===== src/rtl/mem_arbiter.sv =====
// mem_arbiter: serializes instruction-fetch and load/store requests onto a
// single shared memory bus, one outstanding transaction at a time.
// Optional feature macro: ARB_ROUND_ROBIN_EN
//   defined   -> round-robin between fetch and data port
//   undefined -> fixed priority, data port over fetch
module mem_arbiter #(
    parameter int unsigned ADDR_WIDTH = 32,
    parameter int unsigned DATA_WIDTH = 32
) (
    input  logic                    clk,
    input  logic                    rst,
    input  logic                    icache_req,
    input  logic [ADDR_WIDTH-1:0]   icache_addr,
    output logic [DATA_WIDTH-1:0]   icache_data,
    output logic                    icache_valid,
    input  logic                    dcache_rreq,
    input  logic                    dcache_wreq,
    input  logic [ADDR_WIDTH-1:0]   dcache_addr,
    input  logic [DATA_WIDTH-1:0]   dcache_wdata,
    input  logic [DATA_WIDTH/8-1:0] dcache_byte_enable,
    output logic [DATA_WIDTH-1:0]   dcache_rdata,
    output logic                    dcache_rvalid,
    output logic                    dcache_wvalid,
    output logic                    mem_req,
    output logic                    mem_we,
    output logic [ADDR_WIDTH-1:0]   mem_addr,
    output logic [DATA_WIDTH-1:0]   mem_wdata,
    output logic [DATA_WIDTH/8-1:0] mem_be,
    input  logic                    mem_gnt,
    input  logic                    mem_ack,
    input  logic [DATA_WIDTH-1:0]   mem_rdata
);

    localparam int unsigned BE_WIDTH = DATA_WIDTH / 8;

    typedef enum logic [1:0] {
        S_IDLE = 2'd0,
        S_REQ  = 2'd1,
        S_WAIT = 2'd2,
        S_RESP = 2'd3
    } state_e;

    state_e                  state_q, state_d;

    // Latched transaction fields; these drive the bus directly.
    logic                    req_q,    req_d;
    logic                    we_q,     we_d;
    logic [ADDR_WIDTH-1:0]   addr_q,   addr_d;
    logic [DATA_WIDTH-1:0]   wdata_q,  wdata_d;
    logic [BE_WIDTH-1:0]     be_q,     be_d;
    logic                    src_is_d_q, src_is_d_d;

    // Completion pulses and the shared read-data register.
    logic                    ivalid_q, ivalid_d;
    logic                    rvalid_q, rvalid_d;
    logic                    wvalid_q, wvalid_d;
    logic [DATA_WIDTH-1:0]   rdata_q,  rdata_d;

    logic                    i_pend_c;
    logic                    d_pend_c;
    logic                    any_pend_c;
    logic                    win_d_c;
    logic                    take_c;
    logic                    done_c;

    assign i_pend_c   = icache_req;
    assign d_pend_c   = dcache_rreq | dcache_wreq;
    assign any_pend_c = i_pend_c | d_pend_c;
    assign take_c     = (state_q == S_IDLE) && any_pend_c;
    assign done_c     = (state_q == S_WAIT) && mem_ack;

`ifdef ARB_ROUND_ROBIN_EN
    logic last_d_q, last_d_d;

    // Round-robin winner: on a tie, the port that was not granted last wins.
    always_comb begin
        win_d_c = d_pend_c;
        if (i_pend_c && d_pend_c) begin
            win_d_c = ~last_d_q;
        end
    end

    // Last-grant tracking, refreshed every time a transaction is launched.
    always_comb begin
        last_d_d = last_d_q;
        if (take_c) begin
            last_d_d = win_d_c;
        end
    end

    // Last-grant register; resets to the fetch port.
    always_ff @(posedge clk or posedge rst) begin
        if (rst) begin
            last_d_q <= 1'b0;
        end else begin
            last_d_q <= last_d_d;
        end
    end
`else
    // Fixed priority: any data-port request beats fetch.
    assign win_d_c = d_pend_c;
`endif

    // State register.
    always_ff @(posedge clk or posedge rst) begin
        if (rst) begin
            state_q <= S_IDLE;
        end else begin
            state_q <= state_d;
        end
    end

    // Next-state logic.
    always_comb begin
        state_d = state_q;
        unique case (state_q)
            S_IDLE: if (any_pend_c) state_d = S_REQ;
            S_REQ:  if (mem_gnt)    state_d = S_WAIT;
            S_WAIT: if (mem_ack)    state_d = S_RESP;
            S_RESP:                 state_d = S_IDLE;
            default:                state_d = S_IDLE;
        endcase
    end

    // Output next values: latch winner fields in IDLE, capture read data on ack.
    always_comb begin
        req_d      = 1'b0;
        we_d       = we_q;
        addr_d     = addr_q;
        wdata_d    = wdata_q;
        be_d       = be_q;
        src_is_d_d = src_is_d_q;
        ivalid_d   = 1'b0;
        rvalid_d   = 1'b0;
        wvalid_d   = 1'b0;
        rdata_d    = rdata_q;

        if (take_c) begin
            src_is_d_d = win_d_c;
            if (win_d_c) begin
                // A simultaneous load and store is treated as a store.
                we_d    = dcache_wreq;
                addr_d  = dcache_addr;
                wdata_d = dcache_wreq ? dcache_wdata : {DATA_WIDTH{1'b0}};
                be_d    = dcache_wreq ? dcache_byte_enable : {BE_WIDTH{1'b1}};
            end else begin
                we_d    = 1'b0;
                addr_d  = icache_addr;
                wdata_d = {DATA_WIDTH{1'b0}};
                be_d    = {BE_WIDTH{1'b1}};
            end
        end

        req_d = (state_d == S_REQ);

        if (done_c) begin
            if (!we_q) begin
                rdata_d = mem_rdata;
            end
            ivalid_d = ~src_is_d_q;
            rvalid_d = src_is_d_q & ~we_q;
            wvalid_d = src_is_d_q & we_q;
        end
    end

    // Output and datapath registers.
    always_ff @(posedge clk or posedge rst) begin
        if (rst) begin
            req_q      <= 1'b0;
            we_q       <= 1'b0;
            addr_q     <= {ADDR_WIDTH{1'b0}};
            wdata_q    <= {DATA_WIDTH{1'b0}};
            be_q       <= {BE_WIDTH{1'b0}};
            src_is_d_q <= 1'b0;
            ivalid_q   <= 1'b0;
            rvalid_q   <= 1'b0;
            wvalid_q   <= 1'b0;
            rdata_q    <= {DATA_WIDTH{1'b0}};
        end else begin
            req_q      <= req_d;
            we_q       <= we_d;
            addr_q     <= addr_d;
            wdata_q    <= wdata_d;
            be_q       <= be_d;
            src_is_d_q <= src_is_d_d;
            ivalid_q   <= ivalid_d;
            rvalid_q   <= rvalid_d;
            wvalid_q   <= wvalid_d;
            rdata_q    <= rdata_d;
        end
    end

    assign mem_req       = req_q;
    assign mem_we        = we_q;
    assign mem_addr      = addr_q;
    assign mem_wdata     = wdata_q;
    assign mem_be        = be_q;
    assign icache_valid  = ivalid_q;
    assign dcache_rvalid = rvalid_q;
    assign dcache_wvalid = wvalid_q;
    assign icache_data   = rdata_q;
    assign dcache_rdata  = rdata_q;

endmodule


===== config.mk =====
export PLATFORM = sky130hd
export DESIGN_NAME = mem_arbiter
export DESIGN_NICKNAME = d
export VERILOG_FILES = /design/src/rtl/mem_arbiter.sv
export SDC_FILE = /design/constraint.sdc
export NUM_CORES = 1
export LEC_CHECK = 0
export ABC_AREA = 0
export CORE_MARGIN = 2
export CORE_UTILIZATION = 40
export CTS_BUF_LIST = sky130_fd_sc_hd__clkbuf_16
export DETAILED_ROUTE_END_ITERATION = 7
export PLACE_DENSITY = 0.89
export SLEW_MARGIN = 20
export SYNTH_ARGS = -nofsm -noshare
export SYNTH_HDL_FRONTEND = slang
export SYNTH_SLANG_ARGS = --single-unit

===== constraint.sdc =====
create_clock -name clk -period 5.6 [get_ports clk]
set_clock_uncertainty 0.1 [all_clocks]
set_input_delay 1.12 -clock clk [delete_from_list [all_inputs] [get_ports clk]]
set_output_delay 1.12 -clock clk [all_outputs]
set_load 0.03 [all_outputs]

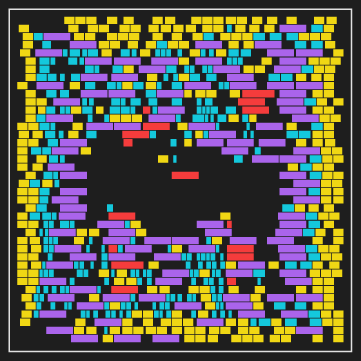
run_1/placement_by_type.png
(3 px per um)
| color | class | cells | share of their area |
|---|---|---|---|
| red | clock drivers and dummy loads | 16 | 4.3% |
| purple | sequential cells | 108 | 36% |
| cyan | combinational and other logic | 259 | 23% |
| yellow | remaining buffers and delay cells | 281 | 37% |
Layout Utilization: 0.651
Core Region: 0.0119 sq mm
share of the final layout cell area in sequential cells: 0.350
standard-cell rows: 40
Final Instance Area: 0.00772 sq mm

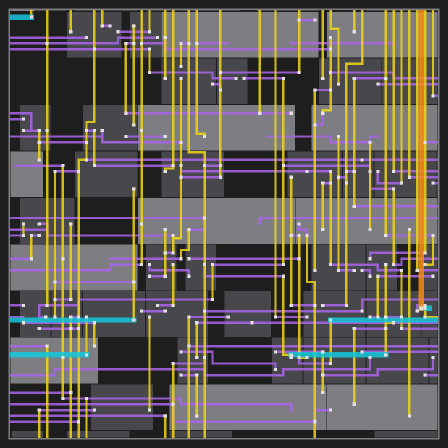
run_1/detail.png
Region (16, 73) to (41, 98) um. Cells in gray, sequential cells in the stronger gray; small squares are vias.
| color | layer |
|---|---|
| cyan | metal 3 |
| purple | metal 1 |
| yellow | metal 2 |
| orange | metal 4 |
most frequent: a21oi_1 (12), dfrtp_1 (10)
sequential cells in the window: 10
cells with their middle in the window: 41
netlist names of flops here include: mem_addr (10)

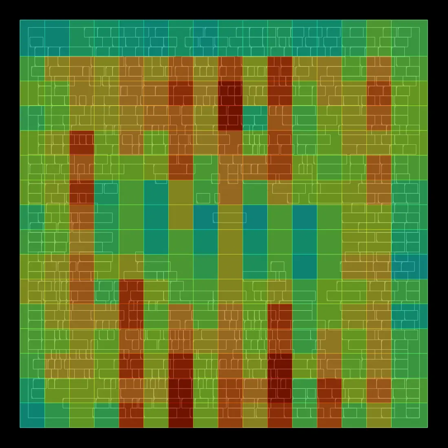
run_1/congestion.png
met2 track demand over resource: 0.364
global-route met3 utilization: 0.0558

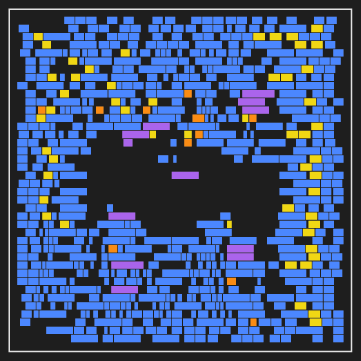
run_1/sizes.png
(3 px per um)
| color | size | cells | share |
|---|---|---|---|
| orange | _3 and _4 cells | 11 | 1.7% |
| blue | _0 and _1 cells | 589 | 89% |
| yellow | _2 cells | 52 | 7.8% |
| purple | _6 and larger | 12 | 1.8% |

==> impl_metrics.py, run 1 <==
# Synthesis and PnR figures
metrics = {
    "setup_path": {
        "critical_path_fanouts_max": 49,
        "timing_worst_setup_path_type": "primary input to register",
        "rr_worst_depth": 4,
        "timing.critical_path.required_ps": 5710,
        "setup.reg_to_reg.worst_slack_ps": 3490,
        "worstSetupStartpointType": "primary input",
    },
    "timing": {
        "worstMarginPinSlew_ps": 1020,
        "final_min_period_over_clock_period": 0.586,
        "finalMaxSlewViolations": 0,
        "timing_hold_violations_final": 0,
        "fin_setup_tns_ps": 0,
    },
    "power_and_ir_drop": {
        "combinationalPowerShare": 0.564,
        "share_clk_of_total_power": 0.144,
        "switching_power_total_w": 0.00207,
        "netSwitchingFraction": 0.440,
    },
    "place": {
        "dp_hpwl_mm": 9.73,
        "place.gp.congestion": 0.752,
        "buffer_ports.inserted": 275,
    },
    "clock_tree": {
        "cts_tree": "done",
        "reg_clk_slew_reported_paths_ps": 70,
        "htreeDepth": 3,
        "insertion_delay_ps": 330,
        "postCtsSetupBuffers": 0,
        "clk_path_buf_depth": 2,
    },
    "routing": {
        "routed_wire_length_per_instance_um": 16.3,
        "violation_tally_from_detailed_route_iteration_zero": 186,
        "first_pass_iters": 4,
        "remaining_drc_errors": 0,
    },
    "cells_and_area": {
        "logic_area_sq_mm": 0.00156,
        "final_layout_size_suffix_gt1_frac": 0.113,
        "layout_top_cell": "clkdlybuf4s50_1",
        "final.fill_count": 964,
        "layout.cells.most_common_list": "clkdlybuf4s50_1 (275), dfrtp_1 (108), a21oi_1 (48)",
    },
    "min_path": {
        "hold_depth": 1,
    },
    "global_routing": {
        "antenna_found_initial": 1,
        "number_of_global_route_vias_before_repair": 4140,
    },
    "die": {
        "core_util_floorplan": 0.405,
    },
    "outcome": {
        "run_status": "finished, final reports clean",
    },
    "logic_synthesis": {
        "ys_types": 24,
        "synth.logic.top_family": "multiplexers",
        "syn-cell-area_sq_mm": 0.00480,
        "post_synth_and_or_nand_nor_area_fraction": 0.0510,
        "compound_area_frac": 0.131,
        "muxShareOfSynthArea": 0.142,
        "yosys.area_share.xor_xnor": 0,
    },
}
-- run 1: final cells by class --
type | count | area share
Clock buffer | 9 | 0.0292
Clock inverter | 7 | 0.0128
Inverter | 38 | 0.0188
Multi-Input combinational cell | 221 | 0.203
Sequential cell | 108 | 0.350
Tap cell | 147 | 0.0238
Timing Repair Buffer | 281 | 0.363
-- run 1: worst max-delay path, cell delays in order --
cell             delay, ps
clkdlybuf4s50_1        450
buf_4                  350
or3_1                  180
and2_2                 720
buf_4                  440
a21oi_1                110
-- run 1: final timing paths --
check | from | end
max | dcache_wreq | mem_addr[28]
min | src_is_d_q | icache_valid
max reg2reg | state_q[0] | mem_addr[28]
min reg2reg | src_is_d_q | icache_valid
max in group asynchronous | rst | mem_wdata[9]
min in group asynchronous | rst | mem_wdata[7]
-- run 1: state kept, by name (all words and copies together) (netlist names) --
register,count
dcache_rdata,32
dcache_rvalid,1
dcache_wvalid,1
icache_valid,1
mem_addr,32
mem_be,4
mem_req,1
mem_wdata,32
mem_we,1
src_is_d_q,1
state_q,2
-- run 1: metal layers --
metal | vias to the layer above | share of wire
met1 | 1880 | 0.38
met2 | 189 | 0.51
met3 | 22 | 0.083
met5 | - | 0
li1 | 1885 | -
met4 | 0 | 0.025
-- run 1: synth_stat cells --
| cell | count | share of area |
|---|---|---|
| a211oi_1 | 1 | 0.0016 |
| a21oi_1 | 48 | 0.050 |
| a21oi_2 | 20 | 0.036 |
| a22o_1 | 2 | 0.0036 |
| a31oi_1 | 4 | 0.0052 |
| and2_1 | 2 | 0.0026 |
| buf_1 | 2 | 0.0016 |
| buf_2 | 7 | 0.0073 |
| buf_4 | 35 | 0.055 |
| buf_6 | 4 | 0.0094 |
| clkbuf_1 | 14 | 0.011 |
| dfrtp_1 | 108 | 0.56 |
| inv_1 | 38 | 0.030 |
| mux2_1 | 4 | 0.0094 |
| mux2_2 | 28 | 0.066 |
| mux2i_1 | 32 | 0.067 |
| nand2_1 | 4 | 0.0031 |
| nand3_1 | 34 | 0.035 |
| nand3b_1 | 1 | 0.0016 |
| nor2_1 | 4 | 0.0031 |
| nor2_2 | 2 | 0.0026 |
| o21ai_0 | 33 | 0.034 |
| or2_2 | 1 | 0.0013 |
| or3_1 | 1 | 0.0013 |
-- run 1: per-stage QoR --
step                      hold WS (ps)  utilization  cells  instance area, sq um  worst slack, ps
after floorplan                    341            -    429                  4800             1530
after global placement             377        0.623    795                  7390             1990
after detailed placement           375        0.623    795                  7390             1950
after CTS                          388        0.651    811                  7720             2310
after global routing               401        0.651    811                  7720             2150
final                              379        0.651    811                  7720             2320
-- run 1: power by group through the flow --
| stage | logic, W | clock network, W | registers [W] |
|---|---|---|---|
| finish | 0.00266 | 0.000677 | 0.00137 |
| global placement | 0.00262 | 0 | 0.00137 |
| CTS | 0.00268 | 0.000695 | 0.00138 |
| global route | 0.00279 | 0.000729 | 0.00142 |
| detailed placement | 0.00267 | 0 | 0.00138 |
| floorplan | 0.00103 | 0 | 0.00201 |
-- run 1: logic make-up after synthesis --
group	Yosys count
buffers and inverters	100
and+or+nand+nor	49
AOI/OAI and AO/OA	108
muxes	64
DFF	108
## Run 2: what changed since run 1
--- a/config.mk
+++ b/config.mk
@@ -7,10 +7,10 @@
 export LEC_CHECK = 0
 export ABC_AREA = 0
 export CORE_MARGIN = 2
-export CORE_UTILIZATION = 40
+export CORE_UTILIZATION = 35
 export CTS_BUF_LIST = sky130_fd_sc_hd__clkbuf_16
 export DETAILED_ROUTE_END_ITERATION = 7
-export PLACE_DENSITY = 0.89
+export PLACE_DENSITY = 0.83
 export SLEW_MARGIN = 20
 export SYNTH_ARGS = -nofsm -noshare
 export SYNTH_HDL_FRONTEND = slang
==> constraint.sdc (replaced) <==
create_clock -name clk -period 2.9 [get_ports clk]
set_clock_uncertainty 0.1 [all_clocks]
set_input_delay 0.58 -clock clk [delete_from_list [all_inputs] [get_ports clk]]
set_output_delay 0.58 -clock clk [all_outputs]
set_load 0.03 [all_outputs]
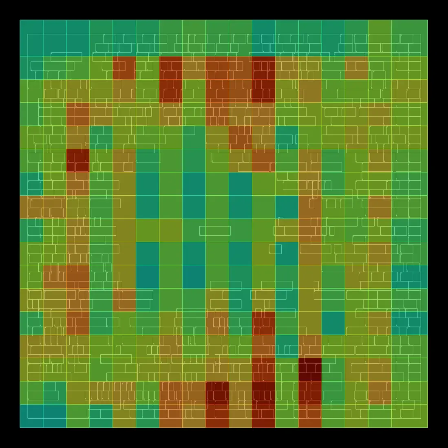
run_2/congestion.png
global-route met3 utilization: 0.0470
post-DR wirelength/cell: 16.0 um
met2 track demand over resource: 0.317
Layout Utilization: 0.578
gr usage total: 0.180

==> impl_metrics.py, run 2 <==
# Synthesis and PnR figures
metrics = {
    "global_routing": {
        "number_of_global_route_vias_before_repair": 4151,
        "grt_max_degree": 109,
        "antenna_found_initial": 0,
    },
    "cells_and_area": {
        "layout.cells.most_common_list": "clkdlybuf4s50_1 (275), dfrtp_1 (108), a21oi_1 (48)",
        "final_layout_size_suffix_gt1_frac": 0.106,
        "layout_top_cell": "clkdlybuf4s50_1",
    },
    "outcome": {
        "run_status": "finished, final reports clean",
    },
    "clock_tree": {
        "cts_tree": "done",
        "reg_clk_slew_reported_paths_ps": 60,
        "clk_path_buf_depth": 2,
        "insertion_delay_ps": 330,
        "htreeDepth": 3,
        "postCtsSetupBuffers": 0,
    },
    "logic_synthesis": {
        "synth.cells.most_frequent": "dfrtp_1 (108), a21oi_1 (48), inv_1 (38), buf_4 (35), nand3_1 (34)",
        "ff_type": "dfrtp_1",
        "area_leaders": "dfrtp_1 (56%), mux2i_1 (6.7%), mux2_2 (6.6%)",
        "synthArstFlopShare": 1.00,
        "yosys.area.top_type": "dfrtp_1",
        "ys_types": 24,
        "post-synth-top-count-cell": "dfrtp_1",
        "netlist.area_leader.share": 0.563,
    },
    "die": {
        "core_util_floorplan": 0.360,
        "placement_rows": 42,
        "core_area_sq_mm": 0.0133,
    },
    "timing": {
        "hold_ws_ps": 413,
        "worstMarginPinSlew_ps": 1010,
        "final_min_period_over_clock_period": 0.751,
        "timing_hold_violations_final": 0,
    },
    "setup_path": {
        "critical-path-top-delay-family": "buffers and inverters",
        "ordered_cell_list_for_the_critical_path": "clkdlybuf4s50_1",
        "timing_worst_setup_path_type": "register to primary output",
        "cp.buffers_inverters": 1,
        "critical_path_fanouts_max": 4,
        "worstSetupStartpointType": "register",
        "timing.critical_path.required_ps": 2220,
        "setup.reg_to_reg.worst_slack_ps": 1030,
        "worst_path_max_delay_cell": "clkdlybuf4s50_1",
        "timing.critical_path.slowest_cell_delay_ps": 740,
    },
    "routing": {
        "first_pass_iters": 6,
        "violation_tally_from_detailed_route_iteration_zero": 142,
        "remaining_drc_errors": 0,
    },
    "place": {
        "place.gp.congestion": 0.724,
        "dp_hpwl_mm": 9.81,
    },
}
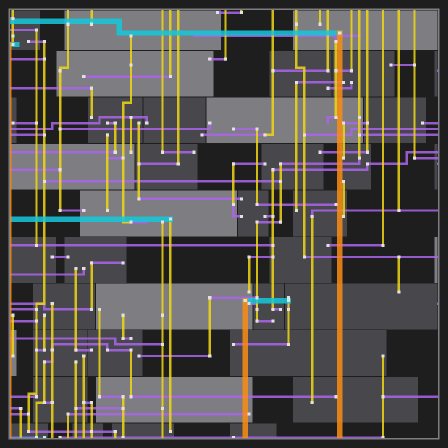
run_2/detail.png
Region (18, 78) to (43, 103) um. Cells in gray, sequential cells in the stronger gray; small squares are vias.
| color | layer |
|---|---|
| orange | metal 4 |
| yellow | metal 2 |
| purple | metal 1 |
| cyan | metal 3 |
sequential cells in the window: 8
netlist names of flops here include: mem_addr (8)
cells with their middle in the window: 30
most frequent: dfrtp_1 (8), clkdlybuf4s50_1 (7), a21oi_2 (5)

## run 2: cell counts after synthesis
Identical to the previous run, type by type.
## run 2: area by class of cell
| cell class | count | area (sq um) |
|---|---|---|
| clock buffers | 9 | 225 |
| clock inverters | 6 | 27.5 |
| fillers | 1116 | 5640 |
| inverters | 38 | 146 |
| multi-input cells | 221 | 1570 |
| flip-flops and latches | 108 | 2700 |
| well taps | 176 | 220 |
| repair buffers | 281 | 2820 |
## run 2: worst min-delay path: stages (launching register included)
cell     delay (ps)
dfrtp_1         340
a21oi_1          50
a21oi_2          90
## run 2: per-stage QoR
| stage | worst slack [ps] | utilization | area, sq um | total power [W] | cells |
|---|---|---|---|---|---|
| final | 721 | 0.578 | 7710 | 0.00887 | 839 |
| after global placement | 393 | 0.559 | 7460 | 0.00774 | 824 |
| after floorplan | 918 | - | 4810 | 0.00588 | 429 |
| after CTS | 684 | 0.578 | 7710 | 0.00897 | 839 |
| after global routing | 601 | 0.578 | 7710 | 0.00933 | 839 |
| after detailed placement | 376 | 0.559 | 7460 | 0.00787 | 824 |
## run 2: cell families (layout without fill, tap and decap cells)
kind of cell / count (synthesis) / after routing / synth area share
muxes: 64 / 64 / 0.142
and+or+nand+nor: 49 / 49 / 0.0510
buffers and inverters: 100 / 334 / 0.114
DFF: 108 / 108 / 0.562
AOI/OAI and AO/OA: 108 / 108 / 0.131
## run 2: path summary, 6_finish.rpt
path	from	end	depth (start not counted)
worst max-delay path	mem_we	mem_we	1
worst max register to register	state_q[0]	dcache_rdata[13]	4
max in group asynchronous	rst	mem_addr[17]	3
min in group asynchronous	rst	dcache_rdata[8]	3
worst min register to register	mem_addr[17]	mem_addr[17]	2
worst min-delay path	mem_addr[17]	mem_addr[17]	2
## run 2: metal layers
layer,track usage,vias to the layer above,wire [um]
li1,-,1875,-
met1,0.206,1932,5010
met3,0.0470,31,1170
met5,0,-,0
met4,0.0790,0,418
met2,0.317,205,6860
## run 2: report_power, final
group          internal [W]  leakage (nW)  total [W]  switching [W]
Sequential          0.00219          1.29    0.00265       0.000464
Clock              0.000564         0.136    0.00107       0.000509
Combinational       0.00216          1.85    0.00515        0.00299
## Run 3: what changed since run 2
==> constraint.sdc (replaced) <==
create_clock -name clk -period 1.75 [get_ports clk]
set_clock_uncertainty 0.1 [all_clocks]
set_input_delay 0.35 -clock clk [delete_from_list [all_inputs] [get_ports clk]]
set_output_delay 0.35 -clock clk [all_outputs]
set_load 0.03 [all_outputs]
==> impl_metrics.py, run 3 <==
# Synthesis and PnR figures
metrics = {
    "routing": {
        "route.layer.met1.wl_mm": 5.06,
        "highest-signal-layer": "met4",
        "first_pass_iters": 4,
        "dr_wl_met3_mm": 1.01,
    },
    "timing": {
        "finalMaxSlewViolations": 0,
        "timing_hold_violations_final": 0,
        "final_min_period_over_clock_period": 0.975,
    },
    "outcome": {
        "run_status": "finished, final reports clean",
    },
    "cells_and_area": {
        "final_layout_size_suffix_gt1_frac": 0.128,
    },
    "die": {
        "placement_rows": 42,
    },
    "logic_synthesis": {
        "synth.cells.most_frequent": "dfrtp_1 (108), a21oi_1 (48), inv_1 (38), buf_4 (35), nand3_1 (34)",
        "yosys.area.top_type": "dfrtp_1",
        "synthArstFlopShare": 1.00,
        "ys_types": 24,
        "ff_type": "dfrtp_1",
        "post-synth-top-count-cell": "dfrtp_1",
    },
    "place": {
        "dp_hpwl_mm": 10.5,
    },
    "setup_path": {
        "critical_path_fanouts_max": 50,
        "timing_worst_setup_path_type": "primary input to register",
        "worst_path_max_delay_cell": "clkdlybuf4s50_1",
    },
    "global_routing": {
        "number_of_global_route_vias_before_repair": 4313,
        "gr_usage_total": 0.183,
    },
    "clock_tree": {
        "reg_clk_slew_reported_paths_ps": 70,
    },
}
-- run 3: through the flow --
stage,setup TNS [ps],power [W],worst slack (ps),utilization
floorplan,-162,0.00974,-1.50,-
detailed placement,-22640,0.0133,-362,0.570
CTS,0,0.0143,21.5,0.580
global placement,-17320,0.0130,-229,0.570
global route,0,0.0149,9.73,0.580
finish,0,0.0141,44.6,0.580
-- run 3: metal layers --
layer | global-route usage | up-vias
li1 | - | 1906
met1 | 0.201 | 1964
met2 | 0.343 | 191
met3 | 0.0446 | 21
met4 | 0.0618 | 0
met5 | 0 | -
-- run 3: cells by family (layout without fill, tap and decap cells) --
logic type | after synthesis | in the layout | share of synthesized area
flip-flops | 108 | 108 | 0.562
AND-OR/OR-AND | 108 | 108 | 0.131
buffers and inverters | 100 | 345 | 0.114
AND/OR/NAND/NOR | 49 | 49 | 0.0510
multiplexers | 64 | 64 | 0.142
-- run 3: how the worst max path moves through the flow --
stage	to	depth (start not counted)
global route	mem_be[1]	5
floorplan	dcache_rdata[0]	1
detailed placement	mem_wdata[0]	5
global placement	mem_be[3]	5
CTS	mem_wdata[7]	5
finish	mem_wdata[7]	5
-- run 3: worst max-delay path: cells and delay by family --
kind / cells / cell delay (ps)
simple gates: 2 / 620
buf+inv: 2 / 620
compound gates: 1 / 210
-- run 3: final cells by class --
cell class              count  area [sq um]  share of cell area
repair buffers            291          2800               0.362
inverters                  38           146              0.0189
flip-flops and latches    108          2700               0.349
well taps                 176           220              0.0284
clock inverters             7          75.1             0.00970
multi-input cells         221          1570               0.203
clock buffers               9           225              0.0291
-- run 3: report_power, final --
| part | leakage (nW) | switching [W] | total (W) | internal (W) |
|---|---|---|---|---|
| logic | 2.18 | 0.00502 | 0.00775 | 0.00274 |
| registers | 1.29 | 0.000727 | 0.00435 | 0.00362 |
| clock network | 0.140 | 0.000922 | 0.00204 | 0.00112 |
| total | 3.61 | 0.00667 | 0.0141 | 0.00747 |
-- run 3: what timing repair did --
item | 4_1_cts | 5_1_grt
endpoints found under the setup margin | 137 | 15
hold endpoints to repair | 0 | 0
pin swaps | 0 | 0
resized | 137 | 2
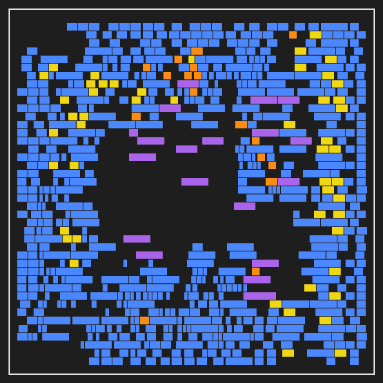
run_3/sizes.png
(3 px per um)
| color | size | cells | share |
|---|---|---|---|
| yellow | _2 cells | 50 | 7.4% |
| orange | _3 and _4 cells | 17 | 2.5% |
| purple | _6 and larger | 19 | 2.8% |
| blue | _0 and _1 cells | 588 | 87% |
area delta synth->final: 61.1%
final worst slack: 44.6 ps
Final Instance Area: 0.00774 sq mm

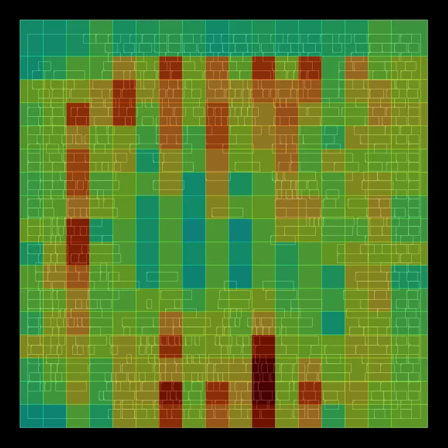
run_3/congestion.png
global-route met3 utilization: 0.0446
Layout Utilization: 0.580
met2 track demand over resource: 0.343
post-DR wirelength/cell: 16.0 um
routing layer with the top usage in global route: met2

Power figures rest on the tool's default switching activity, not on a simulated workload.
